Design misr_reg, sky130hd; sources not shown.
Figure 1. Met2 routing (run 1).
Drawn at 12 px/um.
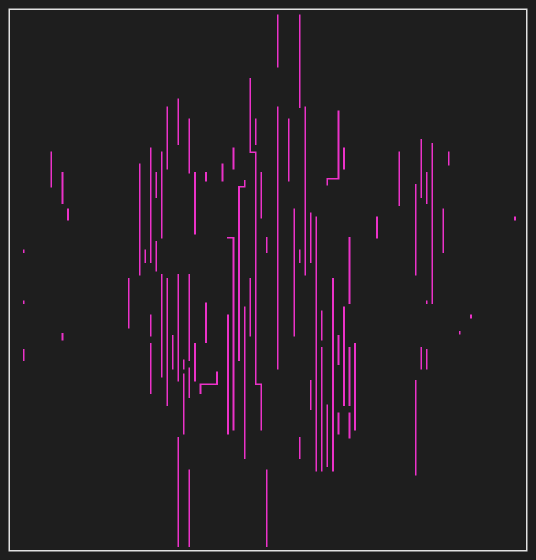
longest straight run: 21.8 um
main direction: vertical
wire length on this layer: 462 um
nets with wire on the layer: 70
share of all routed wire: 48%
final routed wirelength across all metal layers: 971 um
Vias: 383

Figure 2. Track usage over the die (run 1).
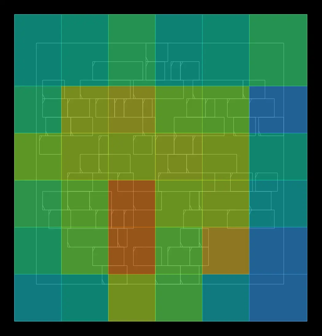
met1 Usage GRT: 12.7%
wire length per cell after detailed routing: 12.0 um

Figure 3. The metal 3 layer (run 1).
Drawn at 12 px/um.
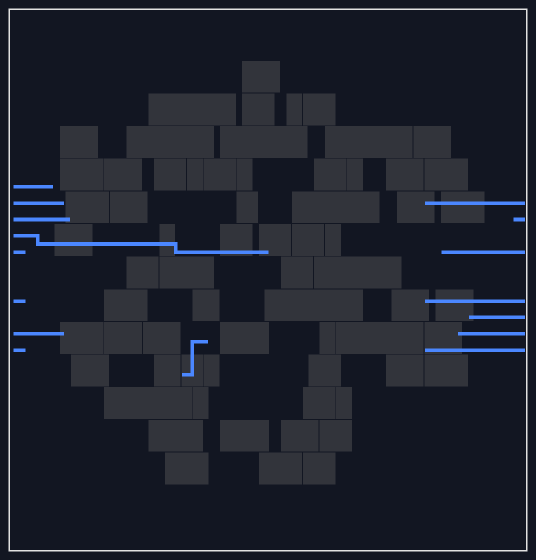
nets with wire on the layer: 16
longest straight run: 11.5 um
share of all routed wire: 8.8%
main direction: horizontal
wire length on this layer: 85.3 um
met3 usage in global routing: 4.78%

==> flow_metrics.tcl, run 1 <==
# collected from the flow reports
set metrics [dict create \
    outcome "finished, violations left" \
    violations "negative setup slack" \
    synth.logic.top_family "XOR/XNOR gates" \
    setup_viol 1 \
    globalplace.congestion 0.701 \
    later_pin_clock_latency_in_the_skew_report_ns 0.25 \
    antenna_cells_inserted 0 \
    final.setup.worst_slack_ns -0.0225 \
    timing.max_slew.rel_slack_pct 79.5 \
    final_layout_top_logic_cells "sky130_fd_sc_hd__clkdlybuf4s50_1 (9), sky130_fd_sc_hd__nor2_1 (8), sky130_fd_sc_hd__dlygate4sd2_1 (8), sky130_fd_sc_hd__dfxtp_1 (8)" \
    numCtsBuffers 3 \
    syn-cell-area_um2 395 \
    core_area_um2 1280 \
    reg2reg_setup_slack_ns 0.29 \
    grtUsageTotal_pct 10.8 \
    synth.area.mux_share_pct 0 \
    power-top-group "registers" \
    synthArstFlopShare_pct 0 \
    pg_clk_w 0.000172 \
    synth_nets 53 \
    drt-vias-per-instance 4.73 \
    cts_num_sinks 8 \
    synth-adder-area-share_pct 0 \
    place.detailed.hpwl_um 655 \
    grt_first_pass_wirelength_um 1510 \
    drt_iter0_drc 3 \
    hold_path_depth 3 \
    totalNegativeSetupSlack_ns -0.0225 \
    worst_path_max_delay_cell "sky130_fd_sc_hd__clkdlybuf4s50_1" \
    comb_power_w 0.000129 \
    first_pass_drt_iterations 4 \
]
[run 1: what timing repair did]
item | CTS | global route
resized | 8 | 2
hold buffers | 0 | 0
pin swaps | 0 | 2
endpoints found under the setup margin | 8 | 1
buffers inserted | 0 | 4
cloned | 0 | 0
[run 1: area by class of cell]
class | instances | area, um^2
multi-input combinational | 29 | 216
clock buffer | 3 | 22.5
inverter | 1 | 3.75
tap | 15 | 18.8
timing repair buffer | 22 | 203
fill | 126 | 641
sequential | 8 | 160
buffer | 3 | 20.0
[run 1: worst min-delay path, cell delays in order]
cell,delay [ns]
sky130_fd_sc_hd__clkbuf_1,0.16
sky130_fd_sc_hd__nor2_1,0.14
sky130_fd_sc_hd__a211oi_1,0.05
## Run 2: what changed since run 1
--- a/config.mk
+++ b/config.mk
@@ -9,6 +9,7 @@
 export CORE_AREA = 3 3 40 42
 export DETAILED_ROUTE_END_ITERATION = 12
 export DIE_AREA = 0 0 43 45
+export GPL_ROUTABILITY_DRIVEN = 0
 export GPL_TIMING_DRIVEN = 0
 export SYNTH_ARGS = -nofsm -noshare
 export SYNTH_HDL_FRONTEND = slang
Figure 4. The metal 3 layer (run 2).
Drawn at 12 px/um.
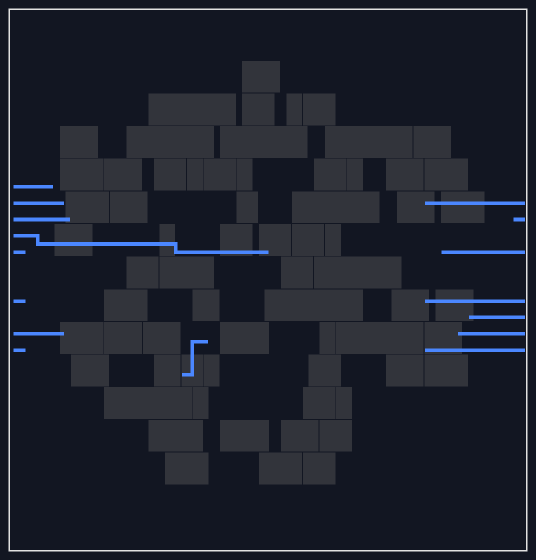
main direction: horizontal
wire length on this layer: 85.3 um
longest straight run: 11.5 um

Figure 5. Track usage over the die (run 2).
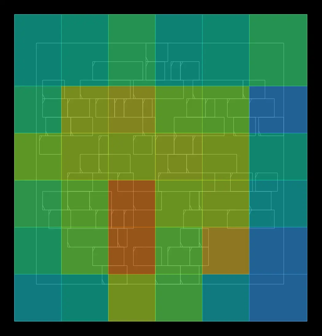
met2 track utilization from global routing: 16.8%
post-route core utilization: 50.1%
most congested layer reported by global routing: met2
GRT Util Overall: 10.8%

Figure 6. Clock network drawn from the DEF (run 2).
Drawn at 6 px/um.
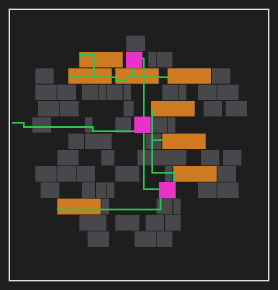
[flip-flops] orange | count: 8
[cells driving clock nets] magenta | count: 3
[clock wires] green | length: 117 um
routed clock nets: 4
clock network power: 0.000172 W
Clock Skew: 0.00549 ns

==> run 2 against run 1 <==
The flow still finishes with violations (negative setup slack). Synthesized cell count did not move. Final cell count did not move. Global-route usage did not move. Die area did not move. Design area did not move. Sequential share of layout area did not move. Worst hold slack did not move. Critical path type unchanged. Largest power group unchanged.
==> flow_metrics.tcl, run 2 <==
# collected from the flow reports
set metrics [dict create \
    final.setup.worst_slack_ns -0.0225 \
    flop-count 8 \
    flop_share_of_the_area_pct 24.9 \
    drt-vias-per-instance 4.73 \
    setup_viol 1 \
    worst_path_max_delay_cell "sky130_fd_sc_hd__clkdlybuf4s50_1" \
    violations "negative setup slack" \
    bufAreaShareNonClock_pct 34.6 \
    postRouteWirelength_um 971 \
    synth-adder-area-share_pct 0 \
    final_layout_top_logic_cells "sky130_fd_sc_hd__clkdlybuf4s50_1 (9), sky130_fd_sc_hd__nor2_1 (8), sky130_fd_sc_hd__dlygate4sd2_1 (8), sky130_fd_sc_hd__dfxtp_1 (8)" \
    numCtsBuffers 3 \
    largest_class "non-clock buffers" \
    outcome "finished, violations left" \
    drt_iter0_drc 3 \
    syn-cell-area_um2 395 \
    final.signal_buffer_count 25 \
    cts_setup_buffers 0 \
    layout.area.comb_um2 216 \
    later_pin_clock_latency_in_the_skew_report_ns 0.25 \
    synth_nets 53 \
    core_area_um2 1280 \
    filler_cell_count 126 \
    vias 383 \
    timing.max_slew.rel_slack_pct 79.5 \
]
## run 2: cell counts after synthesis
Identical to the previous run, type by type.
## run 2: layer usage
metal  GRT usage [%]  vias to the layer above  part of all wire [%]
li1                -                      193                     -
met1            12.7                      173                    44
met2            16.8                       17                    48
met3            4.78                        0                   8.8
met4            5.42                        0                     0
met5               0                        -                     0
## run 2: tightest hold or removal path, stage by stage
cell and delay [ns]:
sky130_fd_sc_hd__clkbuf_1 0.16, sky130_fd_sc_hd__nor2_1 0.14, sky130_fd_sc_hd__a211oi_1 0.05
## run 2: power groups by stage
stage	clock (W)	sequential (W)	combinational, W
floorplan	0	0.000267	0.0000536
global placement	0	0.000256	0.000125
detailed placement	0	0.000256	0.000126
CTS	0.000182	0.000251	0.000120
global route	0.000196	0.000252	0.000139
finish	0.000172	0.000250	0.000129
No activity file was given, so power comes from the tool's default toggle rates.
